==> config.mk <==
export PLATFORM = sky130hd
export DESIGN_NAME = hazard_ctrl_unit
export DESIGN_NICKNAME = d
export VERILOG_FILES = /design/src/rtl/hazard_ctrl_unit.sv
export SDC_FILE = /design/constraint.sdc
export NUM_CORES = 1
export LEC_CHECK = 0
export CORE_ASPECT_RATIO = 1.1
export CORE_UTILIZATION = 51
export DETAILED_ROUTE_END_ITERATION = 8
export MAX_ROUTING_LAYER = met4
export PLACE_DENSITY_LB_ADDON = 0.3
export SYNTH_ARGS = -nofsm -noshare
export SYNTH_HDL_FRONTEND = slang
export SYNTH_SLANG_ARGS = --single-unit
==> constraint.sdc <==
create_clock -name clk -period 5.51 [get_ports clk]
set_clock_uncertainty 0.2 [all_clocks]
set_input_delay 1.102 -clock clk [delete_from_list [all_inputs] [get_ports clk]]
set_output_delay 1.102 -clock clk [all_outputs]
set_load 0.02 [all_outputs]
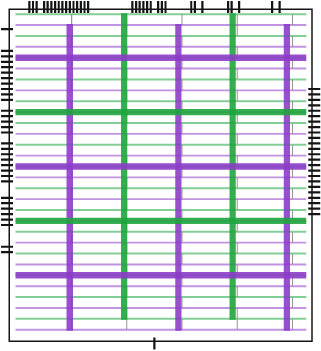
(images/floorplan.png)
Drawn at 4 px/um. Pins as bars on the die edge. Tap cells in gray.
legend:
  purple:
    net: VSS
  green:
    net: VDD
met5 straps: 5
met1 rails: 30
rows: 29
Die Width: 75.3 um
floorplan core area: 5730 um2

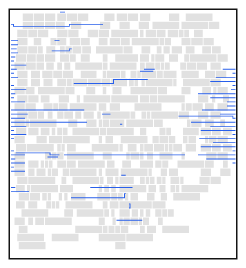
(images/m3.png)
Drawn at 3 px/um. Cells faint in the background.
main direction: horizontal
longest straight run: 40.0 um
wire length on this layer: 472 um
Global Route met3 Usage: 0.0498
Via Count: 2635
total detailed-routing wirelength: 7040 um

==> changes_impl.md <==
### Changed

- Power density relative to cell area: approximately 250 nW/um2
- Critical path data required time: around 4200 ps
- Most used routing layer: met2
- Most frequent cell after synthesis: dfrtp_1
- Combinational gate area: 1650 um2
- Kind of end point of the critical path: output pin
- Path length in cells of the critical path: 6
- Area Overhead vs Synth: 34.3%
- Sequential cell area: about 1300 um2
- Top cell types by occurrence after synthesis: dfrtp_1 (50), xor2_1 (37), xnor2_1 (31), nor2_1 (24), nand2_1 (23)
- H-tree Lvls: 2
- Largest net degree at the start of global routing: 51
- OpenROAD warning count: 26
- Share of cell area taken by multi-input logic gates: 0.408
- Biggest cell delay along the critical path: roughly 670 ps
- M1 wire length: about 2900 um
- Dominant delay contributor by cell family on the critical path: buffers and inverters
- Number of nets at floorplan: ~350
- Resized cells post-CTS: 0
- Achievable frequency: about 210 MHz
- Clock network latency to the later pin of the worst-skew pair: 310 ps
- Final core utilization: 0.706
- Number of buffer cells added on primary ports: about 89
- Wire length of the first global-routing pass: around 11000 um
- Die area: around 6200 um2
- Multiplexer area fraction after synthesis: 0.00498
- Total placed instance area: just under 4000 um2
- Number of clock buffers in the layout: 6
- Cells in synth_stat.txt: just over 300
- Post-DR vias/cell: between 5 and 6
- Switching Share: 0.319
- Met2 demand-to-capacity share in global routing: 0.410
- Worst setup slack before clock tree synthesis: 730 ps
- Top cell type's share of synthesized area: 0.415
- Clock period minus final worst setup slack: approximately 4800 ps
- Seq area share: 0.309
- Reg2reg path depth: 6
- Data buffer area share: 0.226
- Initial DRT Pass Iterations: 4
- Hold depth: 1
- Global-route usage over all layers: 0.239
- Power share of the sequential group: 0.457
- Net switching power figure: 325 uW
- Post-route worst setup slack: ~740 ps
- Final hold slack: between 200 and 300 ps
- Met3 layer wire length in the routed design: between 400 and 500 um
- Post-Synthesis Cells: around 310
- Cell count after placement: 465
- Power consumption: between 1 and 1.5 mW
- Outcome: complete, no violations
- Async set-or-reset flop fraction in the synthesized netlist: 1.00
- Vias in the first global route: about 2500
- Met1 Resource Use GR: 0.283
- Post-Synth XOR/XNOR Area: 0.198
- Top library cells by usage in the layout, fill and taps aside: clkdlybuf4s50_1 (89), dfrtp_1 (50), xor2_1 (37)
- Register share after synthesis: 0.415
- Buffer count excluding the clock tree in the final layout: slightly above 90
- Combined area of all synthesized cells: between 3000 and 4000 um2
- Final layout net count: 441
- Leading area contributor after synthesis: dfrtp_1
- Antenna violations before repair: 0
- Number of well taps: 77
- Comb area leader: simple AND/OR/NAND/NOR gates
- Top logic cell by instance count in the layout: clkdlybuf4s50_1
- Adder and majority cell fraction of the synthesized area: 0.0124
- Filler Cells Inserted: between 400 and 500
- Setup total negative slack: 0 ps
- Worst-path cell with the longest stage delay: clkdlybuf4s50_1
- Flip-flop and latch count: roughly 50
- Weighted congestion reported at the end of routability-driven placement: around 0.83
- Worst-case clock buffer depth: 2
- Post-synthesis area per instance: ~9.8 um2
- Effective utilization at floorplan: 0.526
- Comb pwr share: 0.285
- Number of hold-slack violations in the final timing report: 0
- ANT nets after route: 0
- Worst setup SP type: input pin
- Multi-In Gates: between 200 and 250
- Number of synthesized register bits: approximately 50
- Layout Cell Area excl Fill: about 4100 um2
- TritonCTS buffer count: 5
- Proportion of layout cells with a drive suffix above 1: 0.0657
- Count of routing violations after the opening detailed-route iteration: 187
- Yosys stat chip area: about 3000 um2
- Leakage Power: 1.66 nW
- Peak ir drop on the vdd network: 181 uV
- Final non-filler cell total: 473
- Path type of the worst setup path: input pin to output pin
- Final-report max-slew violation count: 0
- HP Class: flip-flop to flip-flop
- Top cells by area in the synthesized netlist: dfrtp_1 (41%), xor2_1 (11%), xnor2_1 (9.0%)
- DRC violation count after routing: 0
- Critical-path maximum fanout: 3
- Dominant kind of cell: logic gates
- Internal Power: 694 uW
- Number of buffer and inverter stages on the critical path: 2
- Setup violations, final: 0
- Hpwl dp: 5260 um
- Cell-by-cell listing of the critical path: clkdlybuf4s50_1 > or4_1 > o21ai_0 > nor4_1 > nor4_1 > clkdlybuf4s50_1
- Simple-Gate Area Share: 0.261
- Post-CTS Repair Setup Buffers: 0
- Critical path arrival: around 3500 ps
- Routed wl met2: roughly 3600 um
- Num ports: 90
- Wirelength per Cell: roughly 15 um
- Hold_buf cts: 0
- Distinct cells, synth: around 47
- Topmost layer with routed signal wires: met4
- Number of violations of the max-capacitance limit: 0
- Register-to-register path setup slack: 2980 ps
- Clock tree cell share of total cell area: 0.0272
- Placement row count: 29
- CTS tree: done
- Post-synth EDFFs: 0
- Slew headroom: 0.571
- Final critical-path share of the clock period: 0.865
- Reported clock group power: 263 uW
- Clock power share: 0.258
- Biggest power consumer among the groups: registers
- Setup repair after global routing missed its margin: false
- Root buffer cell: clkbuf_8
- Number of sinks handled by clock tree synthesis: roughly 50
- Synthesis Warnings: 0
- Worst Max-Slew Pin Slew: approximately 640 ps
- Clock transition at the registers of the reported paths: around 90 ps
- GRT Residual Overflow: 0
- Power attributed to sequential cells: between 400 and 500 uW
- Inserted Diodes: 0
- Post-Synth AOI/OAI Area: 0.0722
- Combinational cell power: 290 uW
- Layout inverter count without the clock tree: 7
- Primary flip-flop cell chosen by synthesis mapping: dfrtp_1
Power figures rest on the tool's default switching activity, not on a simulated workload.
